<file path="src/rtl/alu_wb.sv">
// Writeback / flag-commit stage: 2-entry in-order queue behind the ALU, conditional commit.
// Define ALU_WB_FWD_EN to expose the committing write on the fwd_* bypass outputs.
module alu_wb #(
    parameter int DW = 16,
    parameter int RW = 3
) (
    input  logic          clk,
    input  logic          rst,
    input  logic          in_valid,
    output logic          in_ready,
    input  logic [DW-1:0] in_o,
    input  logic          in_c,
    input  logic          in_z,
    input  logic [RW-1:0] in_rd,
    input  logic          in_we,
    input  logic [1:0]    in_cond,
    input  logic          in_fl,
    output logic          rf_we,
    output logic [RW-1:0] rf_waddr,
    output logic [DW-1:0] rf_wdata,
    input  logic          rf_ready,
    output logic          flag_c,
    output logic          flag_z,
    output logic          fwd_valid,
    output logic [RW-1:0] fwd_rd,
    output logic [DW-1:0] fwd_data
);

    logic [DW-1:0] q_o    [2];
    logic          q_c    [2];
    logic          q_z    [2];
    logic [RW-1:0] q_rd   [2];
    logic          q_we   [2];
    logic [1:0]    q_cond [2];
    logic          q_fl   [2];

    logic       head;
    logic       tail;
    logic [1:0] count;

    logic head_valid;
    logic pass;
    logic accept;
    logic retire;

    assign head_valid = (count != 2'd0);
    assign in_ready   = (count < 2'd2);
    assign accept     = in_valid & in_ready;

    // Condition is judged against the flags as they stand now, so an entry
    // sees the flag update of the entry that retired just before it.
    always_comb begin
        pass = 1'b0;
        case (q_cond[head])
            2'b00:   pass = 1'b1;
            2'b01:   pass = flag_c;
            2'b10:   pass = flag_z;
            default: pass = 1'b0;
        endcase
    end

    assign rf_we    = head_valid & pass & q_we[head];
    assign rf_waddr = q_rd[head];
    assign rf_wdata = q_o[head];
    assign retire   = (rf_we & rf_ready) | (head_valid & ~(pass & q_we[head]));

    // Payload storage needs no reset; occupancy alone decides what is live.
    always_ff @(posedge clk) begin
        if (accept) begin
            q_o[tail]    <= in_o;
            q_c[tail]    <= in_c;
            q_z[tail]    <= in_z;
            q_rd[tail]   <= in_rd;
            q_we[tail]   <= in_we;
            q_cond[tail] <= in_cond;
            q_fl[tail]   <= in_fl;
        end
    end

    always_ff @(posedge clk or posedge rst) begin
        if (rst) begin
            head   <= 1'b0;
            tail   <= 1'b0;
            count  <= 2'd0;
            flag_c <= 1'b0;
            flag_z <= 1'b0;
        end else begin
            if (accept) tail <= ~tail;
            if (retire) head <= ~head;
            case ({accept, retire})
                2'b10:   count <= count + 2'd1;
                2'b01:   count <= count - 2'd1;
                default: count <= count;
            endcase
            if (retire && pass && q_fl[head]) begin
                flag_c <= q_c[head];
                flag_z <= q_z[head];
            end
        end
    end

`ifdef ALU_WB_FWD_EN
    assign fwd_valid = rf_we;
    assign fwd_rd    = q_rd[head];
    assign fwd_data  = q_o[head];
`else
    assign fwd_valid = 1'b0;
    assign fwd_rd    = '0;
    assign fwd_data  = '0;
`endif

endmodule

</file>
<file path="config.mk">
export PLATFORM = sky130hd
export DESIGN_NAME = alu_wb
export DESIGN_NICKNAME = d
export VERILOG_FILES = /design/src/rtl/alu_wb.sv
export SDC_FILE = /design/constraint.sdc
export NUM_CORES = 1
export LEC_CHECK = 0
export CORE_ASPECT_RATIO = 1.2
export CORE_MARGIN = 1
export CORE_UTILIZATION = 35
export CTS_BUF_LIST = sky130_fd_sc_hd__clkbuf_2
export CTS_CLUSTER_SIZE = 24
export DETAILED_ROUTE_END_ITERATION = 8
export HOLD_SLACK_MARGIN = 0.15
export PLACE_DENSITY = 0.65
export SLEW_MARGIN = 10
export SYNTH_ARGS = -nofsm -noshare
export SYNTH_HDL_FRONTEND = slang
export SYNTH_SLANG_ARGS = --single-unit
</file>
<file path="constraint.sdc">
create_clock -name clk -period 2.75 [get_ports clk]
set_clock_uncertainty 0.2 [all_clocks]
set_input_delay 0.275 -clock clk [delete_from_list [all_inputs] [get_ports clk]]
set_output_delay 0.275 -clock clk [all_outputs]
set_load 0.1 [all_outputs]
</file>
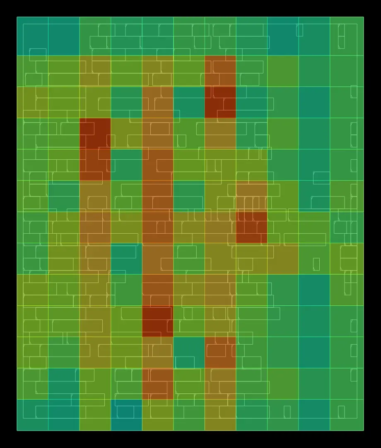
(images/congestion_map.png)
Layout Utilization: 51.4%
global routing met3 resource utilization: 4.12%

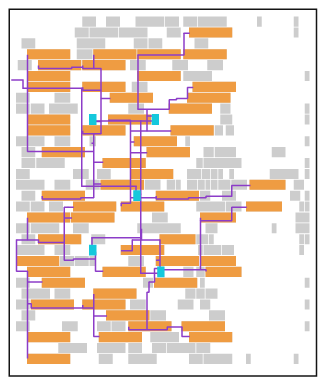
(images/clock_wires.png)
Drawn at 4 px/um.
clock wires -> purple  # length 617 um
clock-net drivers -> cyan  # count 5
flip-flops -> orange  # count 56
routed clock nets = 6

==> summary.txt <==
Implementation results. Quantity of hold-fixing buffers added after cts landed at 1. Per the placement report, the placed cell count is 273. Looking at the global route congestion table, the highest-usage layer is met2. Synthesized-area fraction occupied by xor and xnor cells landed at 1.51%. The largest cell class by area is registers. Share of the synthesized area in the top cell type landed at 64.6%.

During I/O placement, the number of pins put on the boundary was 72. In this run the worst path has a maximum fanout of 13.

The flow inserted 85 tap cells. Worst hold slack landed at 0.199 ns. Per the slew report, the remaining headroom to the max-slew limit stands at 65.5%. Per the post-synthesis report, the number of cells in the design is 137. No sink is reached through more buffers than the 2 on the longest clock path. Hold analysis lists the worst path endpoint as q_o[0][3]. After the last flow step, the layout net total stands at 239. The worst setup path is launched from a flip-flop. The mapped netlist covers 2330 um^2. Post-synthesis share of cell area spent on full adders, half adders and majority gates landed at 0.538%. The count of buffers added on input and output ports is 51.

The most common logic cell in the final layout is sky130_fd_sc_hd__edfxtp_1. Routing resource usage on met1 recorded by global route was 12.3%. Cell count listed in synth_stat.txt landed at 137.

Warnings reported by Yosys during synthesis add up to 0. Clock tree synthesis selected as its root buffer the cell sky130_fd_sc_hd__clkbuf_2. Critical path data required time landed at 2.28 ns. Summing the sequential cell areas from Yosys gives 71.0% of the chip area.

In the final layout, the fill cell count is 548. Number of flip-flops and latches landed at 56. Initial antenna violation count landed at 0.

For this design, the slowest cell found on the critical path is sky130_fd_sc_hd__dfrtp_1. The chip area line in the Yosys stat output reads 2330 um^2. In the post-synthesis netlist, the cell with the most instances is sky130_fd_sc_hd__edfxtp_1.

The synthesis report gives the async set-or-reset register share as 10.7%. After synthesis, the cell types taking the most area are sky130_fd_sc_hd__edfxtp_1 65%, sky130_fd_sc_hd__mux2_2 10%, sky130_fd_sc_hd__buf_4 6.5%. Post-CTS resize count landed at 0.

The floorplan has 32 rows. Upper clock frequency limit landed at 401 MHz. The worst setup path is of the reg2out kind. After layout the clock buffers and inverters come to 1.98% of cell area. CTS H-tree depth landed at 2.

The post-route netlist has 28.6% of its cells at a drive strength greater than 1. Aggregate negative setup slack landed at 0 ns. Number of max-slew violations in the final report landed at 0. Detailed routing inserted a total of 1,279 vias. Number of flip-flops and latches in the synthesized netlist landed at 56. Die span in x landed at 76.4 um. The congestion estimate from routability-driven global placement came to 0.775.

Clock latency on the worst-skew pair landed at 0.42 ns. Post-synth the commonest register cell is sky130_fd_sc_hd__edfxtp_1. 74 cells are multi-input combinational gates. Per the layout area report, the combinational gate area comes to 583 um^2. Number of violations of the max-capacitance limit landed at 0.

The path class of the tightest hold or removal check is in2reg. Maximum number of pins on one net before global-route repair landed at 26. Once placement finished, the instance area stood at 3090 um^2. Global-route met2 utilization landed at 19.7%. Among all stages on the critical path, the maximum delay recorded is 0.57 ns. The most common logic cells in the final layout are 50 x sky130_fd_sc_hd__edfxtp_1, 28 x sky130_fd_sc_hd__clkdlybuf4s50_1, 21 x sky130_fd_sc_hd__mux2_2. Count of cell types in the netlist landed at 30.

Vertical extent of the die landed at 91.3 um. Path depth of the worst reg2reg path landed at 8. Sequential portion of the cell area landed at 50.2%.

Per the final report, the share of cell area in non-clock buffers is 26.5%. The register with the most flip-flops in the layout has 32 of them. Final critical-path required period landed at 2.49 ns. Number of ordinary inverters in the final layout landed at 3. Iteration tally of the first detailed-router pass landed at 4. Cell depth of the worst setup path landed at 5. Mean instance size in the synthesized netlist landed at 17.0 um^2.

sky130_fd_sc_hd__edfxtp_1 takes more of the synthesized area than any other cell. Area overhead of the layout relative to synthesis landed at 41.5%. In this run, synthesis inferred 50 flip-flops with an integrated enable. More flip-flops sit in one register than any other, and that register is q_o. Cell count of the worst hold path landed at 1. For this sky-water flow run, the detailed-routed wirelength per cell is reported as 12.7 um. Total wire length landed at 3750 um. Among the non-sequential cells, multiplexers take the most area. Detailed routing placed a total of 226 um of wire on met3. The worst setup path is captured at an output port. Number of buffers and inverters on the critical path landed at 2. Per the OpenROAD floorplan log, the area of the core is 6410 um^2.

Nets still carrying antenna violations after routing amount to 0. The largest registers in the layout are q_o x32, q_rd x6, q_cond x4. TritonCTS built the clock tree.

Per the GRT congestion report, total overflow comes to 0. Fraction of the core area occupied by cells at floorplan landed at 36.3%. The final antenna diode tally reported by the flow is 0. Setup repair after global routing left no endpoint under its margin. Summing the areas of all and, or, nand and nor instances in the mapped netlist gives 4.84% of the synthesized area. The worst path uses 90.6% of the clock period. The routed design shows a via density per instance of 4.34.

The critical path in the final layout is reported with a setup slack of 0.259 ns. The run finished with clean final reports. Yosys reports the multiplexer fraction of the synthesized area as 11.6%. Number of global-route vias before repair landed at 1,253. Setup slack on the worst flop-to-flop path landed at 0.45 ns. Number of clock sinks landed at 56.

Per STA, the worst path accumulates the most delay in the family flip-flops. In this run the tools logged warnings totalling 27. After detailed routing, the number of remaining DRC violations is 0.

Post-CTS setup repair buffer count landed at 0. The launch point of the worst min-delay path is recorded as in_o[3]. Initial detailed-routing violation count landed at 54. Per the layout area report, the register area comes to 1650 um^2.

Number of clock buffers inserted by TritonCTS landed at 5. According to the timing report, the critical path is launched from head. Final-layout clock buffer total landed at 7.

For reference, the top cells by count after synthesis are 50 x sky130_fd_sc_hd__edfxtp_1, 21 x sky130_fd_sc_hd__mux2_2, 20 x sky130_fd_sc_hd__buf_4, 6 x sky130_fd_sc_hd__dfrtp_1, 5 x sky130_fd_sc_hd__nor2_1. Pre-CTS worst setup slack landed at 0.486 ns. At the worst endpoint, the arrival time is 2.02 ns. After detailed routing, the met2 layer carries 1920 um of wire.

Across every metal layer, demand over resource in global routing totals 11.3%. Walking the worst path, the cells encountered are buf_4 -> nor2_1 -> o21ai_1 -> a311oi_4 -> buf_12. Number of endpoints with negative hold slack in the final report landed at 0. Looking at the reg2reg group, the worst path starts from head.
